==> run_1/layer_met2.png <==
Cells faint in the background.
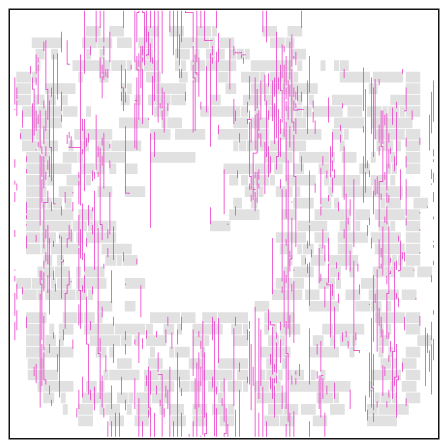
==> run_1/congestion.png <==
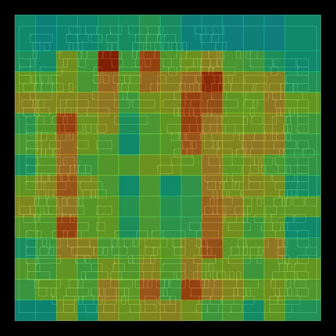
==> run_1/io_fan.png <==
Scale bar: 20 um.
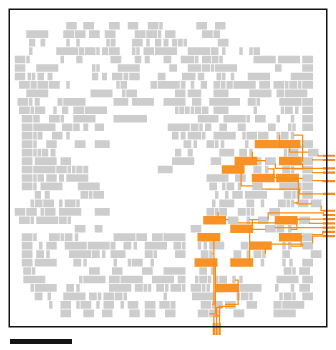
==> run_1/layer_met1.png <==
Supply wires on this layer in grey. Cells faint in the background.
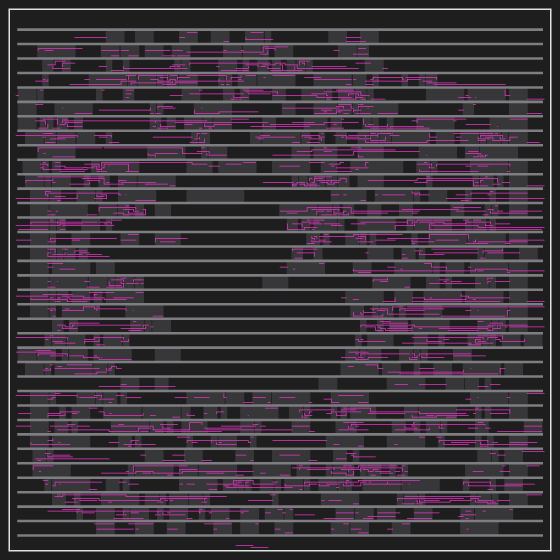
File: config.mk
export PLATFORM = sky130hd
export DESIGN_NAME = ram1_arbiter
export DESIGN_NICKNAME = d
export VERILOG_FILES = /design/src/rtl/ram1_arbiter_pkg.sv /design/src/rtl/ram1_arbiter.sv
export SDC_FILE = /design/constraint.sdc
export NUM_CORES = 1
export LEC_CHECK = 0
export CORE_MARGIN = 1
export CORE_UTILIZATION = 30
export CTS_BUF_LIST = sky130_fd_sc_hd__clkbuf_8 sky130_fd_sc_hd__clkbuf_16
export CTS_CLUSTER_DIAMETER = 200
export DETAILED_ROUTE_END_ITERATION = 10
export SLEW_MARGIN = 20
export SYNTH_ARGS = -nofsm -noshare
export SYNTH_HDL_FRONTEND = slang
export SYNTH_SLANG_ARGS = --single-unit
File: constraint.sdc
create_clock -name clk -period 3.7 [get_ports clk]
set_input_delay 1.11 -clock clk [delete_from_list [all_inputs] [get_ports clk]]
set_output_delay 1.11 -clock clk [all_outputs]
set_load 0.05 [all_outputs]
File: src/rtl/ram1_arbiter_pkg.sv
// Shared definitions for the RAM1 arbiter: bus widths, default access length
// and the access-sequencer state encoding.
package ram1_arbiter_pkg;

    localparam int RAM_AW          = 18;
    localparam int DW              = 16;
    localparam int WAIT_STATES_DEF = 1;

    typedef enum logic [1:0] {
        ST_IDLE   = 2'd0,
        ST_SETUP  = 2'd1,
        ST_STROBE = 2'd2,
        ST_ACK    = 2'd3
    } state_e;

endpackage

File: src/rtl/ram1_arbiter.sv
// Two-port arbiter sharing one RAM1 controller between instruction fetch and
// data memory; data memory has priority, each access is SETUP, STROBE, ACK.
module ram1_arbiter
    import ram1_arbiter_pkg::*;
#(
    parameter int         WAIT_STATES = WAIT_STATES_DEF,
    parameter logic [1:0] ADDR_HI     = 2'b00
) (
    input  logic              clk,
    input  logic              rst,
    input  logic              if_req,
    input  logic [15:0]       if_addr,
    output logic [DW-1:0]     if_rdata,
    output logic              if_ack,
    input  logic              mem_req,
    input  logic              mem_we,
    input  logic [15:0]       mem_addr,
    input  logic [DW-1:0]     mem_wdata,
    output logic [DW-1:0]     mem_rdata,
    output logic              mem_ack,
    output logic              stall,
    output logic [RAM_AW-1:0] ram_addr,
    output logic [DW-1:0]     ram_wdata,
    output logic              ram_we,
    output logic              ram_en,
    input  logic [DW-1:0]     ram_rdata
);

    localparam logic [1:0] CNT_INIT = 2'(WAIT_STATES - 1);

    state_e              state_q;
    logic [1:0]          cnt_q;
    logic                win_mem_q;
    logic [RAM_AW-1:0]   ram_addr_q;
    logic [DW-1:0]       ram_wdata_q;
    logic                ram_we_q;
    logic                ram_en_q;
    logic                if_ack_q;
    logic                mem_ack_q;
    logic [DW-1:0]       if_rdata_q;
    logic [DW-1:0]       mem_rdata_q;

    logic                start_d;
    logic                start_mem_d;

    // At ACK the winner's request is still asserted, so only the other port may chain.
    always_comb begin
        start_d     = 1'b0;
        start_mem_d = 1'b0;
        case (state_q)
            ST_IDLE: begin
                start_d     = mem_req | if_req;
                start_mem_d = mem_req;
            end
            ST_ACK: begin
                if (win_mem_q) begin
                    start_d     = if_req;
                    start_mem_d = 1'b0;
                end else begin
                    start_d     = mem_req;
                    start_mem_d = mem_req;
                end
            end
            default: begin
                start_d     = 1'b0;
                start_mem_d = 1'b0;
            end
        endcase
    end

    always_ff @(posedge clk) begin
        if (!rst) begin
            state_q     <= ST_IDLE;
            cnt_q       <= 2'd0;
            win_mem_q   <= 1'b0;
            ram_addr_q  <= '0;
            ram_wdata_q <= '0;
            ram_we_q    <= 1'b0;
            ram_en_q    <= 1'b0;
            if_ack_q    <= 1'b0;
            mem_ack_q   <= 1'b0;
            if_rdata_q  <= '0;
            mem_rdata_q <= '0;
        end else begin
            if_ack_q  <= 1'b0;
            mem_ack_q <= 1'b0;
            case (state_q)
                ST_IDLE, ST_ACK: begin
                    if (start_d) begin
                        win_mem_q <= start_mem_d;
                        if (start_mem_d) begin
                            ram_addr_q  <= {ADDR_HI, mem_addr};
                            ram_we_q    <= mem_we;
                            ram_wdata_q <= mem_wdata;
                        end else begin
                            ram_addr_q  <= {ADDR_HI, if_addr};
                            ram_we_q    <= 1'b0;
                        end
                        state_q <= ST_SETUP;
                    end else begin
                        state_q <= ST_IDLE;
                    end
                end
                ST_SETUP: begin
                    ram_en_q <= 1'b1;
                    cnt_q    <= CNT_INIT;
                    state_q  <= ST_STROBE;
                end
                ST_STROBE: begin
                    if (cnt_q == 2'd0) begin
                        ram_en_q <= 1'b0;
                        if (win_mem_q) begin
                            mem_ack_q <= 1'b1;
                            if (!ram_we_q) begin
                                mem_rdata_q <= ram_rdata;
                            end
                        end else begin
                            if_ack_q   <= 1'b1;
                            if_rdata_q <= ram_rdata;
                        end
                        state_q <= ST_ACK;
                    end else begin
                        cnt_q <= cnt_q - 2'd1;
                    end
                end
                default: state_q <= ST_IDLE;
            endcase
        end
    end

    assign ram_addr  = ram_addr_q;
    assign ram_wdata = ram_wdata_q;
    assign ram_we    = ram_we_q;
    assign ram_en    = ram_en_q;
    assign if_ack    = if_ack_q;
    assign mem_ack   = mem_ack_q;
    assign if_rdata  = if_rdata_q;
    assign mem_rdata = mem_rdata_q;
    assign stall     = (if_req & ~if_ack_q) | (mem_req & ~mem_ack_q);

endmodule

==> Changelog: implementation, run 1 <==
### Metrics

- Layout cell share with drive strength beyond 1: 5.88%
- Syn Area/Cell: 8.27 sq um
- RD Place Congestion: 0.674
- Yosys Chip Area: about 3000 sq um
- Setup CP Type: input port to primary output
- Crit-path max FO: 3
- ANT nets after route: 0
- OpenROAD warnings: 29
- Most common reg cell: dfxtp_1
- Antenna violations before repair: 0
- Drt drc: 0
- Clock buffer depth: 2
- Root Driver: clkbuf_8
- Fin nets: around 560
- Reg2reg setup slack: approximately 1.7 ns
- Largest cells by area after synthesis: dfxtp_1 (49%), nand2_1 (17%), a21boi_0 (11%), a31oi_1 (3.4%), ha_1 (2.1%)
- N_diodes: 0
- Die Y: 102 um
- Ys Warns: 0
- Final Instance Area: 4630 sq um
- Yosys cell types: 30
- First-pass GRT wire length: 12800 um
- Min-delay src: ram_wdata[11]
- Slew @ Worst Pin: roughly 0.8 ns
- CP max-delay cell: clkdlybuf4s50_1
- Vias in the first global route: 2761
- Max Cap Viol: 0
- Hold Buf Count CTS: 0
- Capturing point of the worst reg2reg path: ram_addr[11]
- Yosys stat cell total: 360
- Crit-path max cell delay: 0.50 ns
- Worst vdd ir: 0.411 mV
- Async set-reset flop share out of synthesis: 0%
- Die area: 10300 sq um
- Floorplan Utilization: 31.6%
- CTS sink cnt: 73
- Final WS setup: a little over 0.5 ns
- Synth flops: ~73
- CTS tree: done
- Pwr per Cell Area: 800 nW/um^2
- Drt first pass iters: 4
- Gr ovfl total: 0
- Rel. slew slack: about 48%
- R2R depth: 7
- Most common cell in the netlist: nand2_1
- Worst Setup End Kind: primary output
- Top cells by count, synth: nand2_1 (132), dfxtp_1 (73), a21boi_0 (42), a31oi_1 (16), o21ai_1 (12)
- Largest net degree at the start of global routing: a little over 50
- RR Startpoint: state_q[0]
- Status: complete, no violations
- Critical Path Source Type: input port
- Critical Path Start: if_req
- Cells after synthesis: 360
- Fmax: 313 MHz
- Vias/cell: between 4 and 5
- Placement Cell Area: about 4400 sq um
- Final setup vio count: 0
- CTS Buf Count: 9
- Std cell rows: 35
- Critical Path RT: 2.59 ns
- Number of setup buffers added after CTS: 0
- Worst Hold Depth: 2
- Area Overhead vs Synth: 55.4%
- Post_cts resized: 0
- Critical Path AT: 2.09 ns
- RSZ-0062 raised after global routing: no
- CTS H-Tree Depth: 3
## Picture notes: layer_met2.png
The layer carries 3620 um of wire. The wires run mostly vertical. The layer holds 47% of the routed length. The longest straight run is 39.8 um. 448 nets have wire on it.
M2 GR Usage: 27.1%
WL final: 7780 um
DR vias: 2792

## Picture notes: congestion.png
grt peak-use layer: met2
gr usage total: 15.9%
WL/cell: 12.5 um

## Picture notes: io_fan.png
Key: if_rdata = orange [direction output, end cells 16, wire 347 um]
IO Pins: 140
port bufs: 137

## Picture notes: layer_met1.png
The longest straight run is 37.7 um. The layer holds 44% of the routed length. The wires run mostly horizontal. The layer carries 3430 um of wire. 486 nets have wire on it.
met1 Usage GRT: 18.0%

==> run 1: how the worst max path moves through the flow <==
stage	endpoint	slack (ns)	cells after the start
final	stall	0.50	4
after CTS	stall	0.49	4
after global routing	stall	0.46	4
after detailed placement	stall	0.49	4
after floorplan	stall	0.68	2
after global placement	stall	0.49	4
==> run 1: worst max-delay path: cells and delay by family <==
kind            cells  cell delay, ns
compound gates      1            0.25
buf+inv             3            0.73
==> run 1: cells by family (layout without fill, tap and decap cells) <==
logic type | Yosys count | in the layout | synth area share [%]
simple gates | 152 | 152 | 21.2
compound gates | 92 | 92 | 21.1
flops | 73 | 73 | 49.1
buf+inv | 35 | 167 | 5.72
fa+ha+maj | 5 | 5 | 2.10
mux | 2 | 2 | 0.673
other cells | 1 | 2 | 0.126
==> run 1: power breakdown <==
part,switching [W],internal (W)
logic,0.00130,0.000640
clock network,0.000309,0.000331
registers,0.000120,0.00100
==> run 1: final cells by class <==
| cell class | count | area [sq um] |
|---|---|---|
| Fill cell | 936 | 4790 |
| Clock inverter | 6 | 66.3 |
| Multi-Input combinational cell | 253 | 1350 |
| Timing Repair Buffer | 142 | 1410 |
| Sequential cell | 73 | 1460 |
| Tap cell | 129 | 161 |
| Inverter | 9 | 33.8 |
| Clock buffer | 10 | 138 |
==> run 1: state kept, by name, indices dropped and copies added (netlist names) <==
signal / cells
cnt_q: 2
if_ack: 1
if_rdata: 16
mem_ack: 1
mem_rdata: 16
ram_addr: 16
ram_en: 1
ram_wdata: 16
ram_we: 1
state_q: 2
win_mem_q: 1
==> run 1: layout by cell type (no fill, tap or decap), drive strengths merged <==
cell type / instances
a21boi: 48
a21oi: 4
a31oi: 16
and2: 1
buf: 7
bufinv: 1
clkbuf: 10
clkdlybuf4s50: 135
clkinv: 1
clkinvlp: 3
conb: 2
dfxtp: 73
ha: 5
inv: 10
mux2i: 2
nand2: 133
nand2b: 2
nand3: 1
nand4b: 1
nor2: 3
nor2b: 7
nor3b: 3
o21a: 1
o21ai: 21
o22ai: 1
o32ai: 1
or2: 1
==> run 1: stage by stage <==
| stage | std cells | power [W] |
|---|---|---|
| after detailed placement | 606 | 0.00311 |
| after global routing | 622 | 0.00395 |
| after CTS | 622 | 0.00376 |
| after global placement | 606 | 0.00308 |
| final | 622 | 0.00370 |
| after floorplan | 361 | 0.00250 |
==> run 1: routing by layer <==
| metal | routed length [um] | up-vias | global-route usage [%] |
|---|---|---|---|
| met1 | 3430 | 1252 | 18.0 |
| met4 | 120 | 0 | 6.80 |
| met5 | 0 | - | 0 |
| li1 | - | 1429 | - |
| met3 | 614 | 14 | 5.66 |
| met2 | 3620 | 97 | 27.1 |
==> inputs of run 2 (changes only) <==
SKIP_CTS_REPAIR_TIMING = 1   (was unset)
==> run_2/io_placement.png <==
Scale bar: 20 um. Pins as bars across the die edge, other pins in grey.
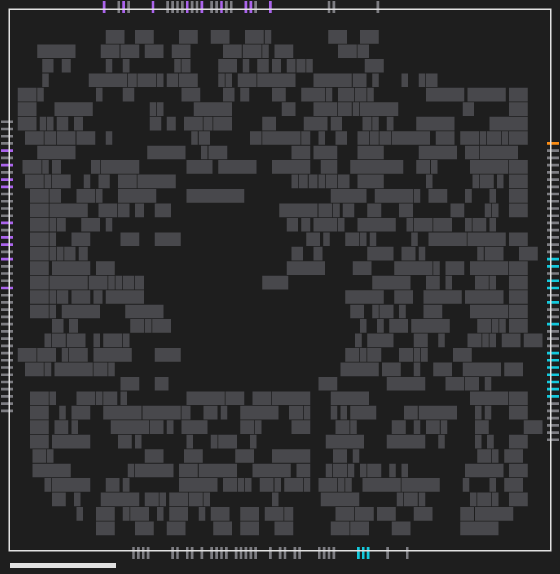
Key: clk = orange [pins 1, direction input, edge right]; if_rdata = cyan [pins 16, direction output, edge 13 right, 3 bottom]; ram_addr = purple [pins 18, direction output, edge 9 left, 9 top]
DIE WIDTH: 102 um
Die Y: 102 um

==> run_2/congestion.png <==
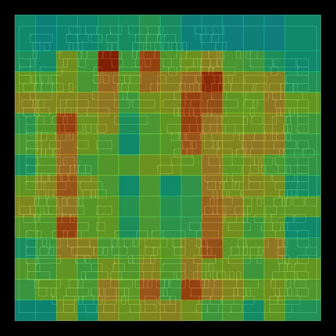
fin util: 49.1%
GRT met3 Usage: 5.66%

==> run 2 against run 1 <==
  * Via count did not move
  * Die size unchanged
  * Synthesized area stayed put
  * Sequential share of layout area unchanged
  * Combinational power about the same
  * Largest power group unchanged
  * Sequential power barely moved
  * Worst setup slack did not move
==> Changelog: implementation, run 2 <==
### Metrics

- Status: complete, no violations
- Setup_tns: 0 ns
- Yosys Chip Area: between 2000 and 3000 sq um
- Most common reg cell: dfxtp_1
- N_diodes: 0
- WL/cell: 12.5 um
- Yosys cell types: 30
- Final WS setup: around 0.50 ns
- First-pass GRT wire length: 12800 um
- OpenROAD warnings: 29
- Area Overhead vs Synth: 55.4%
- Final setup vio count: 0
- Most common cell in the netlist: nand2_1
- Clock buffer depth: 2
- DR vias: 2792
- Setup CP Type: input port to primary output
- Fin nets: 562
- Rel. slew slack: between 40 and 50%
- CTS tree: done
- Async set-reset flop share out of synthesis: 0%
- Layout cell share with drive strength beyond 1: 5.88%
- Syn Area/Cell: around 8.3 sq um
- Slew @ Worst Pin: 0.782 ns
- Std cell rows: 35
- Yosys stat cell total: approximately 360
- Cells after synthesis: 360
- Vias in the first global route: 2761
- Port bufs: 137
- M2 GR Usage: 27.1%
- Synth flops: 73
- Top cells by count, synth: nand2_1 (132), dfxtp_1 (73), a21boi_0 (42), a31oi_1 (16), o21ai_1 (12)
- Final Instance Area: between 4000 and 5000 sq um
- Seq. cell area: about 1500 sq um
- RSZ-0062 raised after global routing: no
- Drt drc: 0
- Gr ovfl total: 0
- Gr usage total: roughly 16%
- Worst Setup End Kind: primary output
- Placed insts: 606
- Pwr per Cell Area: 800 nW/um^2
- Cell Count, Final, Fillers Out: around 620
- WL final: between 7000 and 8000 um
- Max Cap Viol: 0
- Critical Path AT: 2.09 ns
- Antenna violations before repair: 0
- ANT nets after route: 0
- Drt first pass iters: 4
- Ys Warns: 0
- Critical Path RT: 2.59 ns
- Grt peak-use layer: met2
- Die area: 10300 sq um
- Floorplan Utilization: 31.6%
- Fill count: 936
- Met1 Usage GRT: 18.0%
- Placement Cell Area: 4420 sq um
- Multi-input logic area: 1350 sq um
- Top cell excl fill/tap: clkdlybuf4s50_1
- Vias/cell: approximately 4.5
- CTS Buf Count: 9
- Largest net degree at the start of global routing: 51
- Top cells excl fill/tap: clkdlybuf4s50_1 (135), nand2_1 (132), dfxtp_1 (73)
- RD Place Congestion: 0.674
- Fmax: 313 MHz
- Critical Path Source Type: input port
- Root Driver: clkbuf_8
- Largest cells by area after synthesis: dfxtp_1 (49%), nand2_1 (17%), a21boi_0 (11%), a31oi_1 (3.4%), ha_1 (2.1%)
- IO Pins: about 140
- Slew Viols, Final: 0
- Worst vdd ir: roughly 0.41 mV
- CTS sink cnt: ~73
- Crit-path max FO: 3
- CTS H-Tree Depth: 3
## run 2: worst max-delay path, cell delays in order
cell and delay, ns:
clkdlybuf4s50_1 0.50, inv_1 0.05, o22ai_1 0.25, buf_12 0.18
## run 2: cell type report
| cell class | instances | share of cell area (%) |
|---|---|---|
| flip-flops and latches | 73 | 31.6 |
| repair buffers | 142 | 30.6 |
| multi-input cells | 253 | 29.2 |
| well taps | 129 | 3.49 |
| clock buffers | 10 | 2.97 |
| clock inverters | 6 | 1.43 |
| inverters | 9 | 0.730 |
## run 2: kinds of logic after synthesis
| group | after synthesis | share of synthesized area, % |
|---|---|---|
| AOI/OAI and AO/OA | 92 | 21.1 |
| adders and majority gates | 5 | 2.10 |
| buffers and inverters | 35 | 5.72 |
| DFF | 73 | 49.1 |
| muxes | 2 | 0.673 |
| other | 1 | 0.126 |
| and+or+nand+nor | 152 | 21.2 |
## run 2: final timing paths
check                                     end  cells past startpoint          start  slack [ns]
worst max-delay path                    stall                      4         if_req        0.50
worst min-delay path            ram_wdata[11]                      2  ram_wdata[11]        0.45
worst max register to register   ram_addr[11]                      7     state_q[0]        1.67
worst min register to register  ram_wdata[11]                      2  ram_wdata[11]        0.45
## run 2: power by group
part | switching, W | internal, W | leakage [nW]
sequential | 0.000120 | 0.00100 | 0.596
combinational | 0.00130 | 0.000640 | 0.965
clock | 0.000309 | 0.000331 | 0.0949
total | 0.00173 | 0.00197 | 1.66
## run 2: routing by layer
| layer | wire length (um) | vias to the layer above |
|---|---|---|
| li1 | - | 1429 |
| met1 | 3430 | 1252 |
| met2 | 3620 | 97 |
| met3 | 614 | 14 |
| met4 | 120 | 0 |
| met5 | 0 | - |
## run 2: metrics by stage
step	hold WS [ns]	total power, W
3_5_place_dp	0.447	0.00311
6_report	0.452	0.00370
5_1_grt	0.475	0.00395
3_3_place_gp	0.440	0.00308
4_1_cts	0.457	0.00376
2_1_floorplan	0.479	0.00250
Power is estimated from default activity; no workload was simulated.
